<file path="config.mk">
export PLATFORM = sky130hd
export DESIGN_NAME = link_arbiter
export DESIGN_NICKNAME = d
export VERILOG_FILES = /design/src/rtl/link_arbiter.sv
export SDC_FILE = /design/constraint.sdc
export NUM_CORES = 1
export LEC_CHECK = 0
export ABC_AREA = 0
export CORE_MARGIN = 3
export CORE_UTILIZATION = 41
export DETAILED_ROUTE_END_ITERATION = 8
export PLACE_DENSITY = 0.79
export SLEW_MARGIN = 20
export SYNTH_ARGS = -nofsm -noshare
export SYNTH_HDL_FRONTEND = slang
export SYNTH_SLANG_ARGS = --single-unit
</file>
<file path="constraint.sdc">
create_clock -name clk -period 1.93 [get_ports clk]
set_input_delay 0.386 -clock clk [delete_from_list [all_inputs] [get_ports clk]]
set_output_delay 0.386 -clock clk [all_outputs]
set_load 0.01 [all_outputs]
</file>
<file path="src/rtl/link_arbiter.sv">
// rtl/link_arbiter.sv - round-robin burst arbiter sharing one req/ack byte link among N masters
module link_arbiter #(
   parameter int N_MASTERS = 4,
   parameter int DATA_W    = 8,
   parameter int BURST_LEN = 4,
   parameter int TIMEOUT   = 16
) (
   input  logic                          clk,
   input  logic                          rst_n,
   input  logic [N_MASTERS-1:0]          m_req,
   input  logic [N_MASTERS*DATA_W-1:0]   m_data,
   output logic [N_MASTERS-1:0]          m_ack,
   output logic                          s_req,
   output logic [DATA_W-1:0]             s_data,
   input  logic                          s_ack,
   output logic [N_MASTERS-1:0]          grant,
   output logic                          busy,
   output logic                          burst_done,
   output logic                          timeout_err
);
   localparam int IDX_W = $clog2(N_MASTERS);
   localparam int CNT_W = (BURST_LEN > 1) ? $clog2(BURST_LEN) : 1;
   localparam int TO_W  = $clog2(TIMEOUT + 1);

   typedef enum logic [1:0] {IDLE, BUSY, RELEASE} state_t;

   state_t           state, state_n;
   logic [IDX_W-1:0] owner, last_owner, winner, cand;
   logic             found;
   logic [CNT_W-1:0] byte_cnt;
   logic [TO_W-1:0]  to_cnt;
   logic             ack_q;
   logic             byte_done, last_byte, link_idle, to_hit, do_grant;

   // grant is zero outside BUSY, so gating by grant alone covers the idle/release cases
   assign s_req     = |(m_req & grant);
   assign m_ack     = s_ack ? grant : '0;
   assign byte_done = (state == BUSY) && ack_q && !s_ack;
   assign last_byte = (byte_cnt == CNT_W'(BURST_LEN - 1));
   assign link_idle = !s_req && !s_ack;
   assign to_hit    = (state == BUSY) && link_idle && (to_cnt == TO_W'(TIMEOUT - 1));

   always_comb begin
      s_data = '0;
      for (int i = 0; i < N_MASTERS; i++) begin
         if (grant[i]) s_data = m_data[i*DATA_W +: DATA_W];
      end
   end

   // first requester strictly after last_owner, wrapping
   always_comb begin
      winner = '0;
      cand   = '0;
      found  = 1'b0;
      for (int i = 1; i <= N_MASTERS; i++) begin
         cand = IDX_W'((int'(last_owner) + i) % N_MASTERS);
         if (!found && m_req[cand]) begin
            found  = 1'b1;
            winner = cand;
         end
      end
   end

   always_comb begin
      state_n  = state;
      do_grant = 1'b0;
      case (state)
         IDLE: begin
            if (!s_ack && found) begin
               do_grant = 1'b1;
               state_n  = BUSY;
            end
         end
         BUSY: begin
            if ((byte_done && last_byte) || to_hit) state_n = RELEASE;
         end
         RELEASE: state_n = IDLE;
         default: state_n = IDLE;
      endcase
   end

   always_ff @(posedge clk or negedge rst_n) begin
      if (!rst_n) state <= IDLE;
      else        state <= state_n;
   end

   always_ff @(posedge clk or negedge rst_n) begin
      if (!rst_n) begin
         grant       <= '0;
         busy        <= 1'b0;
         owner       <= '0;
         last_owner  <= IDX_W'(N_MASTERS - 1);
         byte_cnt    <= '0;
         to_cnt      <= '0;
         ack_q       <= 1'b0;
         burst_done  <= 1'b0;
         timeout_err <= 1'b0;
      end else begin
         burst_done  <= 1'b0;
         timeout_err <= 1'b0;
         ack_q       <= s_ack;
         if (do_grant) begin
            grant    <= N_MASTERS'(1) << winner;
            busy     <= 1'b1;
            owner    <= winner;
            byte_cnt <= '0;
            to_cnt   <= '0;
         end else if (state == BUSY) begin
            if ((byte_done && last_byte) || to_hit) begin
               burst_done  <= byte_done && last_byte;
               timeout_err <= !(byte_done && last_byte);
               grant       <= '0;
               busy        <= 1'b0;
               last_owner  <= owner;
               to_cnt      <= '0;
            end else begin
               if (byte_done) byte_cnt <= byte_cnt + CNT_W'(1);
               to_cnt <= link_idle ? to_cnt + TO_W'(1) : '0;
            end
         end
      end
   end
endmodule
</file>
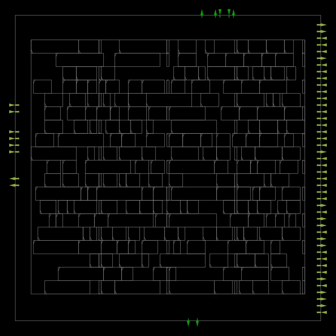
**Above:** cell placement.
core area: 0.00288 sq mm
non-filler cells, final: 259

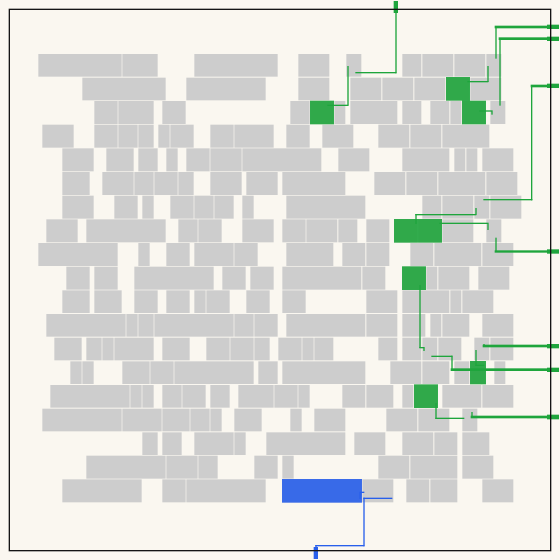
**Above:** wires at chosen ports, followed through buffers.
| color | port | bits | direction | end cells | buffers | wire |
|---|---|---|---|---|---|---|
| green | s_data | 8 | output | 8 | 8 | 136 um |
| blue | timeout_err | 1 | output | 1 | 1 | 15.5 um |
I/O Buffers: 58
IO Pins: 59

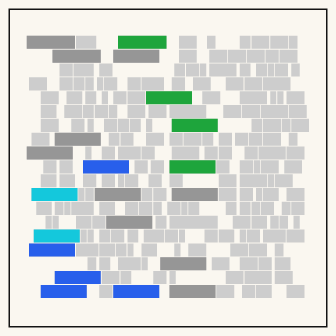
**Above:** sequential cells colored by netlist name.
Other sequential cells in the stronger gray, the rest of the logic in the fainter gray.
| color | name in the netlist | sequential cells |
|---|---|---|
| green | grant | 4 |
| blue | to_cnt | 5 |
| cyan | byte_cnt | 2 |
Sequential Power: 0.695 mW
Seq area share: 24.6%
Sequential Area: 529 sq um
post-layout util: 74.9%

==> out/metrics.csv <==
stage,metric,value,unit
floorplan,row_count,19,
clock_network,clkSlewWorstSetupHoldPaths,0.12,ns
sta,max_freq,524,MHz
worst_setup_path,r2r_cells,7,
layout,area_delta_synth_final,66.9,%
worst_setup_path,ff2ff_setup_slack,0.12,ns
sta,tns,0,ns
synthesis,top_cells_by_count,"dfrtp_1, nand2_1, nor2b_1, o31ai_1, a221oi_1",
sta,tightest_slew,0.517,ns
sta,layout_setup_ws,0.0218,ns
placement,gp_congestion,0.865,
synthesis,yosysWarnings,0,
layout,diodes,0,
synthesis,synth_cells,136,
floorplan,die_y,62.1,um
sta,period_minus_slack,1.91,ns
grt,grt_overflow,0,
synthesis,top_cell,dfrtp_1,
synthesis,netlist_top_cells_area,"dfrtp_1, a221oi_1, nand2_1",
pwr,power_density,1120,mW/mm^2
synthesis,yosys_area,0.00129,sq mm
synthesis,edf_count,0,
routing,viasPerCell,5.37,
grt,grt_max_degree,22,
worst_setup_path,critPathCaptureType,primary output,
floorplan,initCoreUtil,44.9,%
placement,placedCellCount,251,
synthesis,async_flop_share,100,%
job,cap_violations,0,
sta,period_used_share,98.9,%
pwr,p_leak,0.950,nW
sta,skew,0.00806,ns
floorplan,fp.dieArea,0.00386,sq mm
job,warnings,28,
layout,fin_nets,260,
worst_hold_path,worstHoldPathType,in2async,
synthesis,ys_ff,21,
clock_network,cts_buffers,3,
grt,grt_antenna_before_repair,0,
sta,holdWs,0.402,ns
clock_network,cts.sinks,21,
worst_setup_path,r2r_end,byte_cnt[0]$_DFFE_PN0P_,
placement,dp.final_hpwl,3060,um
pwr,power,2.42,mW
clock_network,cts-root-buf,clkbuf_4,
clock_network,clk_latency,0.31,ns
routing,num_vias,1392,
worst_setup_path,worstPathArrival,1.52,ns
synthesis,synth_area_leader_cell,dfrtp_1,
sta,finalSetupViolCount,0,
synthesis,synth_top_area_share,36.8,%
worst_setup_path,start_kind,flop,
clock_network,cts_tree,done,
worst_setup_path,critical_path_required,1.54,ns
sta,drv_slew,0,
synthesis,ys.flop_type,dfrtp_1,
clock_network,cts_max_path_buffers,2,
routing,wl,3930,um
routing,wl_per_cell,15.2,um
placement,pre_cts_ws,-0.334,ns
clock_network,ctsResizeCount,42,
clock_network,ctsHoldBuffers,0,
sta,hold_viol,0,
layout,drive_gt1_share,27.6,%
clock_network,cts-htree-levels,1,
pwr,vdd_drop_max,0.737,mV
placement,placed_cell_area,0.00207,sq mm
sta,rsz0062_at_grt,yes,
grt,grt_first_pass_wirelength,6740,um
grt,track_usage,21.2,%
layout,fillers,215,
worst_setup_path,r2r-start,to_cnt[0]$_DFFE_PN0P_,
grt,grt_pass1_vias,1447,
worst_setup_path,crit_type,reg2out,
sta,relSlewSlack,65.2,%
routing,ant_nets,0,
layout,fin_area,0.00215,sq mm
synthesis,ys_cells,136,
synthesis,syn_area_per_cell,9.49,sq um
routing,drt_iter0_drc,58,
status,outcome,"finished, final reports clean",
synthesis,syn-cell-area,0.00129,sq mm
synthesis,floorplan.nets,178,
floorplan,die_x,62.1,um
routing,drt_pass1_iterations,4,
worst_setup_path,cp_max_fo,4,
-- critical path: stages (launching register included) --
cell	delay [ns]
dfrtp_1	0.41
buf_4	0.15
buf_4	0.15
a221oi_2	0.25
o31ai_1	0.10
buf_2	0.15
-- cells by family (layout without fill, tap and decap cells) --
| logic type | Yosys count | count (layout) | synth area share (%) |
|---|---|---|---|
| AND-OR/OR-AND | 42 | 42 | 25.6 |
| multiplexers | 4 | 4 | 3.29 |
| flip-flops | 21 | 21 | 40.9 |
| buffers and inverters | 11 | 92 | 3.49 |
| AND/OR/NAND/NOR | 53 | 53 | 22.5 |
| XOR/XNOR | 2 | 2 | 1.36 |
| adder cells (fa/ha/maj) | 3 | 3 | 2.91 |
-- routing by layer --
metal | up-vias | wire length, um | track usage (%)
met1 | 643 | 1830 | 27.0
met5 | - | 0 | 0
met3 | 3 | 277 | 5.05
met4 | 0 | 28 | 4.97
li1 | 671 | - | -
met2 | 75 | 1790 | 36.2
-- flip-flops by register name, indices dropped and copies added (netlist names) --
signal       cells
busy             1
owner            2
last_owner       2
ack_q            1
timeout_err      1
grant            4
byte_cnt         2
state            2
to_cnt           5
burst_done       1
-- worst max-delay path by stage --
stage,cells after the start,slack (ns),start,end
CTS,5,-0.12,grant[1]$_DFFE_PN0P_,s_data[2]
floorplan,7,0.19,to_cnt[0]$_DFFE_PN0P_,last_owner[0]$_DFFE_PN1P_
global route,5,-0.06,grant[1]$_DFFE_PN0P_,s_data[2]
finish,5,0.02,grant[1]$_DFFE_PN0P_,s_data[6]
global placement,6,-0.25,m_data[5],s_data[5]
detailed placement,6,-0.33,s_ack,to_cnt[2]$_DFFE_PN0P_
-- cell usage in the layout, fill, tap and decap left out, types with 2 or more instances in the layout --
cell | Yosys | layout
clkdlybuf4s50_1 | 0 | 42
buf_4 | 0 | 24
dfrtp_1 | 19 | 18
nand2_1 | 16 | 16
nor2b_1 | 8 | 8
o31ai_1 | 8 | 8
buf_2 | 3 | 8
a221oi_2 | 0 | 7
dlygate4sd2_1 | 0 | 7
nor2_1 | 6 | 6
nand2b_1 | 5 | 5
and2_2 | 4 | 4
inv_1 | 4 | 4
o21ai_0 | 5 | 4
a32o_1 | 4 | 4
a21o_1 | 3 | 3
ha_1 | 3 | 3
clkbuf_4 | 0 | 3
nand3b_1 | 2 | 2
a22oi_2 | 1 | 2
nand3_1 | 2 | 2
nor3b_1 | 2 | 2
nor4_1 | 2 | 2
mux2i_1 | 2 | 2
mux2_2 | 2 | 2
o22ai_1 | 2 | 2
o21a_1 | 2 | 2
xnor2_1 | 2 | 2
dfstp_2 | 2 | 2
-- cell type report --
| class | count | area [sq um] | share of cell area (%) |
|---|---|---|---|
| Multi-Input combinational cell | 104 | 782 | 36.3 |
| Tap cell | 42 | 52.6 | 2.44 |
| Sequential cell | 21 | 529 | 24.6 |
| Clock buffer | 4 | 26.3 | 1.22 |
| Inverter | 4 | 15.0 | 0.697 |
| Timing Repair Buffer | 84 | 749 | 34.8 |
-- where the power goes --
part | switching, mW | leakage, nW | internal (mW) | total [mW]
Combinational | 0.693 | 0.671 | 0.812 | 1.51
Clock | 0.139 | 0.0150 | 0.0808 | 0.220
Sequential | 0.109 | 0.264 | 0.586 | 0.695
Power and IR drop assume default switching activity.
